### src/rtl/pipeline_hazard_ctrl.sv
// Hazard and stall controller for the 5-stage pipeline: load-use bubbles, jump flushes,
// data-memory wait holds with timeout, EX operand forwarding and a stall-cycle counter.
//
// state    | meaning
// ---------+----------------------------------------------------------------
// RUN      | normal flow; load-use bubbles allowed
// MEM_WAIT | data memory busy; front and back held, flush count frozen
// FLUSH    | post-jump flush window; flush_if/flush_id asserted while count runs
module pipeline_hazard_ctrl #(
    parameter int unsigned FLUSH_CYCLES = 1,
    parameter int unsigned MEM_TIMEOUT  = 255,
    parameter bit          R0_ZERO      = 1'b1
) (
    input  logic        clk,
    input  logic        rst,
    input  logic [3:0]  id_r2,
    input  logic [3:0]  id_r3,
    input  logic        id_use_r2,
    input  logic        id_use_r3,
    input  logic [3:0]  ex_r2,
    input  logic [3:0]  ex_r3,
    input  logic [3:0]  ex_destr,
    input  logic        ex_wreg,
    input  logic        ex_rmem,
    input  logic [1:0]  ex_jmp,
    input  logic        ex_taken,
    input  logic [3:0]  mem_destr,
    input  logic        mem_wreg,
    input  logic        mem_rmem,
    input  logic        mem_wmem,
    input  logic        mem_ready,
    input  logic [3:0]  wb_destr,
    input  logic        wb_wreg,
    output logic        hold_front,
    output logic        hold_back,
    output logic        bubble_ex,
    output logic        flush_if,
    output logic        flush_id,
    output logic [1:0]  fwd_r2,
    output logic [1:0]  fwd_r3,
    output logic [15:0] stall_cnt,
    output logic        mem_err
);

    typedef enum logic [1:0] {
        ST_RUN      = 2'd0,
        ST_MEM_WAIT = 2'd1,
        ST_FLUSH    = 2'd2
    } state_t;

    localparam logic [2:0] FLUSH_RELOAD = 3'(FLUSH_CYCLES - 1);
    localparam logic [8:0] TMO_LIMIT    = 9'(MEM_TIMEOUT);

    state_t      state_q, state_d;
    state_t      base_state;
    logic [2:0]  flush_cnt_q, flush_cnt_d;
    logic        ret_flush_q, ret_flush_d;
    logic [7:0]  tmo_q, tmo_d;
    logic [8:0]  tmo_inc;
    logic [15:0] stall_cnt_q, stall_cnt_d;
    logic        mem_err_q, mem_err_d;

    logic memop, jump, loaduse;
    logic ld_hit_r2, ld_hit_r3, ld_dest_ok;
    logic hold_front_c, hold_back_c, bubble_ex_c, flush_c;
    logic [1:0] fwd_r2_c, fwd_r3_c;

    // A load in MEM is not forwarded: its data only exists at WB.
    function automatic logic [1:0] fwd_sel(
        input logic [3:0] src,
        input logic       m_wreg,
        input logic       m_rmem,
        input logic [3:0] m_destr,
        input logic       w_wreg,
        input logic [3:0] w_destr
    );
        logic [1:0] sel;
        sel = 2'b00;
        if (R0_ZERO && src == 4'd0)
            sel = 2'b00;
        else if (m_wreg && !m_rmem && m_destr == src)
            sel = 2'b01;
        else if (w_wreg && w_destr == src)
            sel = 2'b10;
        return sel;
    endfunction

    always_comb begin
        memop      = mem_rmem | mem_wmem;
        jump       = (ex_jmp == 2'b01) | ((ex_jmp == 2'b10) & ex_taken);
        ld_hit_r2  = id_use_r2 && (id_r2 == ex_destr);
        ld_hit_r3  = id_use_r3 && (id_r3 == ex_destr);
        ld_dest_ok = !(R0_ZERO && ex_destr == 4'd0);
        loaduse    = ex_rmem && ex_wreg && ld_dest_ok && (ld_hit_r2 || ld_hit_r3);
        fwd_r2_c   = fwd_sel(ex_r2, mem_wreg, mem_rmem, mem_destr, wb_wreg, wb_destr);
        fwd_r3_c   = fwd_sel(ex_r3, mem_wreg, mem_rmem, mem_destr, wb_wreg, wb_destr);
    end

    always_comb begin
        state_d      = state_q;
        flush_cnt_d  = flush_cnt_q;
        ret_flush_d  = ret_flush_q;
        tmo_d        = tmo_q;
        mem_err_d    = mem_err_q;
        hold_front_c = 1'b0;
        hold_back_c  = 1'b0;
        bubble_ex_c  = 1'b0;
        flush_c      = 1'b0;
        tmo_inc      = {1'b0, tmo_q} + 9'd1;
        base_state   = state_q;
        if (state_q == ST_MEM_WAIT)
            base_state = ret_flush_q ? ST_FLUSH : ST_RUN;

        if (state_q == ST_MEM_WAIT && !mem_ready) begin
            hold_front_c = 1'b1;
            hold_back_c  = 1'b1;
            if (tmo_inc >= TMO_LIMIT) begin
                mem_err_d   = 1'b1;
                state_d     = ST_RUN;
                tmo_d       = 8'd0;
                ret_flush_d = 1'b0;
                flush_cnt_d = 3'd0;
            end else begin
                tmo_d = tmo_inc[7:0];
            end
        end else if (memop && !mem_ready) begin
            hold_front_c = 1'b1;
            hold_back_c  = 1'b1;
            state_d      = ST_MEM_WAIT;
            ret_flush_d  = (state_q == ST_FLUSH);
            tmo_d        = 8'd0;
        end else begin
            // Also the release cycle of a wait: act as the saved state would.
            tmo_d       = 8'd0;
            ret_flush_d = 1'b0;
            if (jump) begin
                flush_c = 1'b1;
                if (FLUSH_CYCLES > 1) begin
                    state_d     = ST_FLUSH;
                    flush_cnt_d = FLUSH_RELOAD;
                end else begin
                    state_d     = ST_RUN;
                    flush_cnt_d = 3'd0;
                end
            end else if (base_state == ST_FLUSH) begin
                flush_c = 1'b1;
                if (flush_cnt_q > 3'd1) begin
                    state_d     = ST_FLUSH;
                    flush_cnt_d = flush_cnt_q - 3'd1;
                end else begin
                    state_d     = ST_RUN;
                    flush_cnt_d = 3'd0;
                end
            end else begin
                state_d     = ST_RUN;
                flush_cnt_d = 3'd0;
                if (loaduse) begin
                    hold_front_c = 1'b1;
                    bubble_ex_c  = 1'b1;
                end
            end
        end

        stall_cnt_d = stall_cnt_q;
        if (hold_front_c && stall_cnt_q != 16'hFFFF)
            stall_cnt_d = stall_cnt_q + 16'd1;
    end

    always_ff @(posedge clk or negedge rst) begin
        if (!rst) begin
            state_q     <= ST_RUN;
            flush_cnt_q <= 3'd0;
            ret_flush_q <= 1'b0;
            tmo_q       <= 8'd0;
            stall_cnt_q <= 16'd0;
            mem_err_q   <= 1'b0;
        end else begin
            state_q     <= state_d;
            flush_cnt_q <= flush_cnt_d;
            ret_flush_q <= ret_flush_d;
            tmo_q       <= tmo_d;
            stall_cnt_q <= stall_cnt_d;
            mem_err_q   <= mem_err_d;
        end
    end

    assign hold_front = rst & hold_front_c;
    assign hold_back  = rst & hold_back_c;
    assign bubble_ex  = rst & bubble_ex_c;
    assign flush_if   = rst & flush_c;
    assign flush_id   = rst & flush_c;
    assign fwd_r2     = rst ? fwd_r2_c : 2'b00;
    assign fwd_r3     = rst ? fwd_r3_c : 2'b00;
    assign stall_cnt  = stall_cnt_q;
    assign mem_err    = mem_err_q;

endmodule

### config.mk
export PLATFORM = sky130hd
export DESIGN_NAME = pipeline_hazard_ctrl
export DESIGN_NICKNAME = d
export VERILOG_FILES = /design/src/rtl/pipeline_hazard_ctrl.sv
export SDC_FILE = /design/constraint.sdc
export NUM_CORES = 1
export LEC_CHECK = 0
export CAP_MARGIN = 10
export CORE_UTILIZATION = 41
export CTS_CLUSTER_DIAMETER = 100
export DETAILED_ROUTE_END_ITERATION = 10
export MAX_ROUTING_LAYER = met4
export PLACE_DENSITY_LB_ADDON = 0.2
export SLEW_MARGIN = 20
export SYNTH_ARGS = -nofsm -noshare
export SYNTH_HDL_FRONTEND = slang
export SYNTH_SLANG_ARGS = --single-unit
export TNS_END_PERCENT = 10
### constraint.sdc
create_clock -name clk -period 1.9 [get_ports clk]
set_clock_uncertainty 0.15 [all_clocks]
set_input_delay 0.57 -clock clk [delete_from_list [all_inputs] [get_ports clk]]
set_output_delay 0.57 -clock clk [all_outputs]
set_load 0.02 [all_outputs]
==> run_1/clock_wires.png <==
Bar = 20 um.
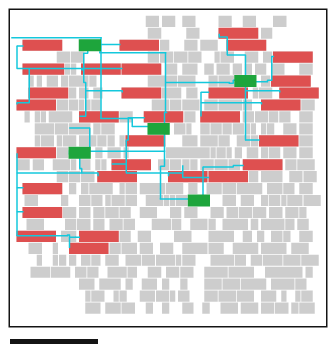
Key: clock-net drivers = green [count 5]; clock wires = cyan [length 440 um]; flip-flops = red [count 31]
There are 6 routed clock nets.

==> run_1/closeup.png <==
Window x 16 to 56, y 2 to 42 um. Cells in grey, sequential cells in the stronger grey; small squares are vias.
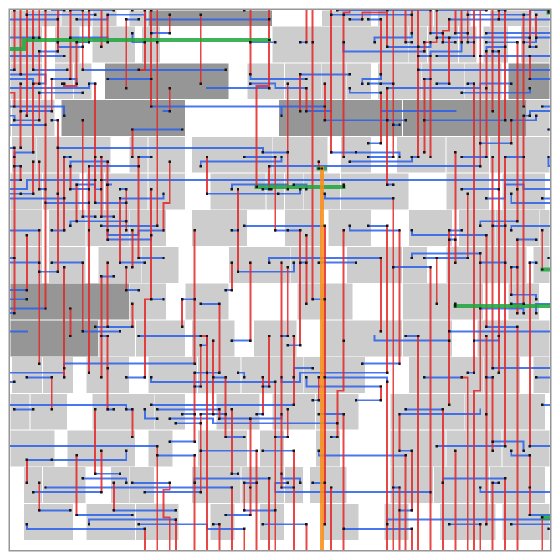
Key: M3 = green; M2 = red; M4 = orange; M1 = blue
Netlist names of flops here include stall_cnt (2), state_q (2). Sequential cells in the window: 6. Most frequent: buf_4 (22), buf_6 (9). 129 logic cells have their middle in the window.

==> run_1/layers.png <==
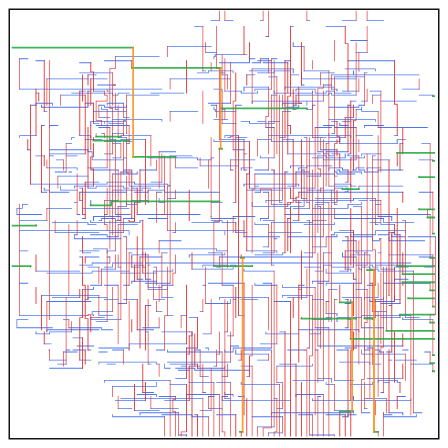
Key: M4 = orange [wire length 107 um]; M2 = red [wire length 2930 um]; M1 = blue [wire length 2330 um]; M3 = green [wire length 188 um]

==> run notes <==
In this run the post-CTS setup repair buffer count came out at 8. Per the post-synthesis stats, the area per cell is 9.461 sq um. The run finished, with violations left. The area fraction of the dominant cell type after synthesis is 0.3868. The vertical die dimension came out at 71.94 um. The final setup slack of the worst path is -0.4508 ns. In the per-layer summary, the met1 wirelength comes to 2331 um. CTS added clock buffers totalling 5. The global-route usage over all layers is 0.2414. The final antenna diode tally reported by the flow is 0. Counting along the longest clock path gives a buffer depth of 2. STA shows the worst min-delay path finishing at mem_err$_DFFE_PN0P_. The leakage power is 1.530 nW, and the final count of negative-setup-slack endpoints is 27.

With the tightest slew margin relative to the limit at 0.7428, the transition time at the pin with the least slew margin is 0.3843 ns. At the end of routability-driven placement, the weighted congestion stood at 0.8326. The tools report the startpoint of the most critical hold path as mem_err$_DFFE_PN0P_. The worst path needs 2.351 ns of the cycle, external delays included.

The ratio of cells with drive above 1 in the final layout works out to 0.4187. The run gives 0.2551 for the simple-gate share of the synthesized area. The met2 track demand over resource is 0.4277. The endpoint type of the worst setup path is an output port. OpenSTA lists the critical path endpoint as hold_front. The worst hold path belongs to the class reg2reg.

With the number of cells traversed by the worst hold path at 1, the global-route wire length before repair is 9363 um. The peak fanout along the critical path came out at 3. The final-layout setup total negative slack is -7.601 ns.

The launch point of the worst register-to-register path is recorded as state_q[1]$_DFFE_PN0P_. The relative area change from synthesis to final layout works out to 67.44%. The starting utilization of the core area is 0.4246. The cell family with the largest share of critical-path delay is simple AND/OR/NAND/NOR gates. With the arithmetic-cell share of the synthesized area counting full adders, half adders and majority gates at 0.03119, the max-slew violation total from the final report is 0. Across all hold checks on the routed design, the worst slack comes to 0.3087 ns. The tools report the pin count of the biggest net entering global routing as 20. The clock net in this run drives a total of 31 sinks. The highest routing layer actually used was met4.

In the placement report, post-DP HPWL is listed as 4097 um. The final reports fail on negative setup slack. The violation count after the first detailed-routing iteration came out at 100.

The number of global-route vias before repair was 2093. The run gives 0.1703 for the xor/xnor cell area share of the yosys netlist. The required time at the worst endpoint is listed as 1.18 ns. The report lists the number of cells resized after CTS as 206. The worst setup path is launched from a flop.

After detailed routing, the met3 layer carries 188 um of wire. The met1 usage in global routing is 0.2700, and the deepest level of the CTS H-tree is 2. By area, the combinational part of the netlist is dominated by simple AND/OR/NAND/NOR gates. The die is 71.94 um wide. The critical path's largest stage delay was 0.37 ns. The post-synth tally of flip-flops with integrated enable is 0.

The most common logic cells in the final layout are buf_4, dfrtp_1, dlygate4sd2_1. The root buffer cell was clkbuf_8. The logs give 1989 for the routed via count and 5557 um for the overall routed net length. For the pre-CTS worst setup slack, the log shows -1.295 ns. Counting the warning lines in the Yosys log gives 0. Row generation in the floorplan step produced 25 rows. Based on the critical path, the design can be clocked at up to 0.4254 GHz. The tools report the gate count of the mapped netlist as 212. Counting instances in the post-synthesis netlist gives the leading cell types as dfrtp_1, xnor2_1, nor2_1. The detail route stage leaves a number of antenna-violating nets equal to 0.

The dominant synthesized flop cell is dfrtp_1. The skew report gives the latency at the later pin of the worst-skew pair as 0.28 ns. The cell with the largest stage delay on the worst path is dfrtp_1.

Global-route track usage on met3: 0.05556. The number of cell instances on the worst register-to-register path was 10; the standard cell core area was 0.004723 sq mm. For the part of the Yosys area used for sequential elements, the log shows 0.3868. The async set-or-reset flop fraction in the synthesized netlist is 1.000, and the routed wire length on met2 is 2931 um.

In this run, synthesis produced a sequential element count of 31. Setup repair after global routing could not meet its margin everywhere. The maximum vdd ir drop came out at 430.3 uV. The run gives 68 for the number of I/O pins. According to the timing report, the critical path is launched from state_q[1]$_DFFE_PN0P_.

Walking the worst path, the cells encountered are or2b_1 > o21ai_2 > nor4_2 > o21ai_2 > a21oi_4 > buf_6. At the end of the flow, the number of nets in the layout was 379. The setup path with the least slack is of type reg2out.

The critical path's most frequent cell was o21ai_2. Data arrives at the worst endpoint at 1.63 ns. Port buffering added 67 buffers.

The fraction of synthesized area in multiplexers works out to 0.02183. The tools report the end of the worst register-to-register path as stall_cnt[9]$_DFFE_PN0P_. With the number of buffer and inverter instances along the worst setup path at 1, the chip footprint is 0.005175 sq mm. The final cycle utilization of the critical path is 1.237.

Global route summary, busiest routing layer listed as met2. Max-capacitance violation count: 0. In this run the cell area of the synthesized design comes to 0.002006 sq mm. Area fraction in compound gates after synthesis: 0.09919. The total cells reported by yosys after synthesis is 212. The total power after layout came out at 2.057 mW. Sorting the synthesized cells by area gives the leading types as dfrtp_1, xnor2_1, xor2_1. Recorded from the global router log, the overflow total was 0. The run gives 13.93 um for the average routed wire per standard cell.

TritonCTS built the clock tree. Clock-pin slew was measured on the worst setup and hold paths at 0.06 ns. The setup check on the worst reg-to-reg path leaves a slack of -0.34 ns. OpenROAD emitted warnings numbering 31. The final timing report lists a hold violation count of 0.

Looking at the gate-level netlist, the highest instance count belongs to dfrtp_1. The tools report the number of distinct library cells after synthesis as 46. The most frequent standard cell in the layout excluding fill and tap cells was buf_4. Summed over all instances, the cell type with the most area after synthesis is dfrtp_1. For this run, design rule violations remaining after detail routing come to 0.

Total power normalized to cell area comes to 612.5 mW/mm^2. The run gives 259 as the net count after synthesis. The chip area line in the Yosys stat output reads 0.002006 sq mm.

The core occupancy in the finished layout was 0.7110. The register with the most flip-flops in the layout has 16 of them. The via-per-instance ratio is 4.985. With the number of gates on the worst path with buffers counted at 6, the total of hold buffers inserted after clock tree synthesis is 0. In the log, the iteration count for the first detailed-route pass is 4. The tools report the number of antenna violations at the first check in global routing as 0.
run 1: stage by stage:
| step | instance area, sq um | cells |
|---|---|---|
| 2_1_floorplan | 2036 | 212 |
| 3_3_place_gp | 3068 | 384 |
| 3_5_place_dp | 3068 | 384 |
| 4_1_cts | 3294 | 399 |
| 5_1_grt | 3358 | 399 |
| 6_report | 3358 | 399 |
run 1: layout make-up:
cell class / count / area (sq um)
multi-input cells: 167 / 1400
repair buffers: 116 / 968.4
well taps: 67 / 83.83
clock buffers: 6 / 82.58
fillers: 351 / 1365
flip-flops and latches: 31 / 777.0
inverters: 11 / 41.29
clock inverters: 1 / 5.005
run 1: where the power goes:
part | internal (mW) | switching (mW)
combinational | 0.389 | 0.367
clock | 0.284 | 0.243
sequential | 0.729 | 0.0447
total | 1.40 | 0.655
Power is estimated from default activity; no workload was simulated.
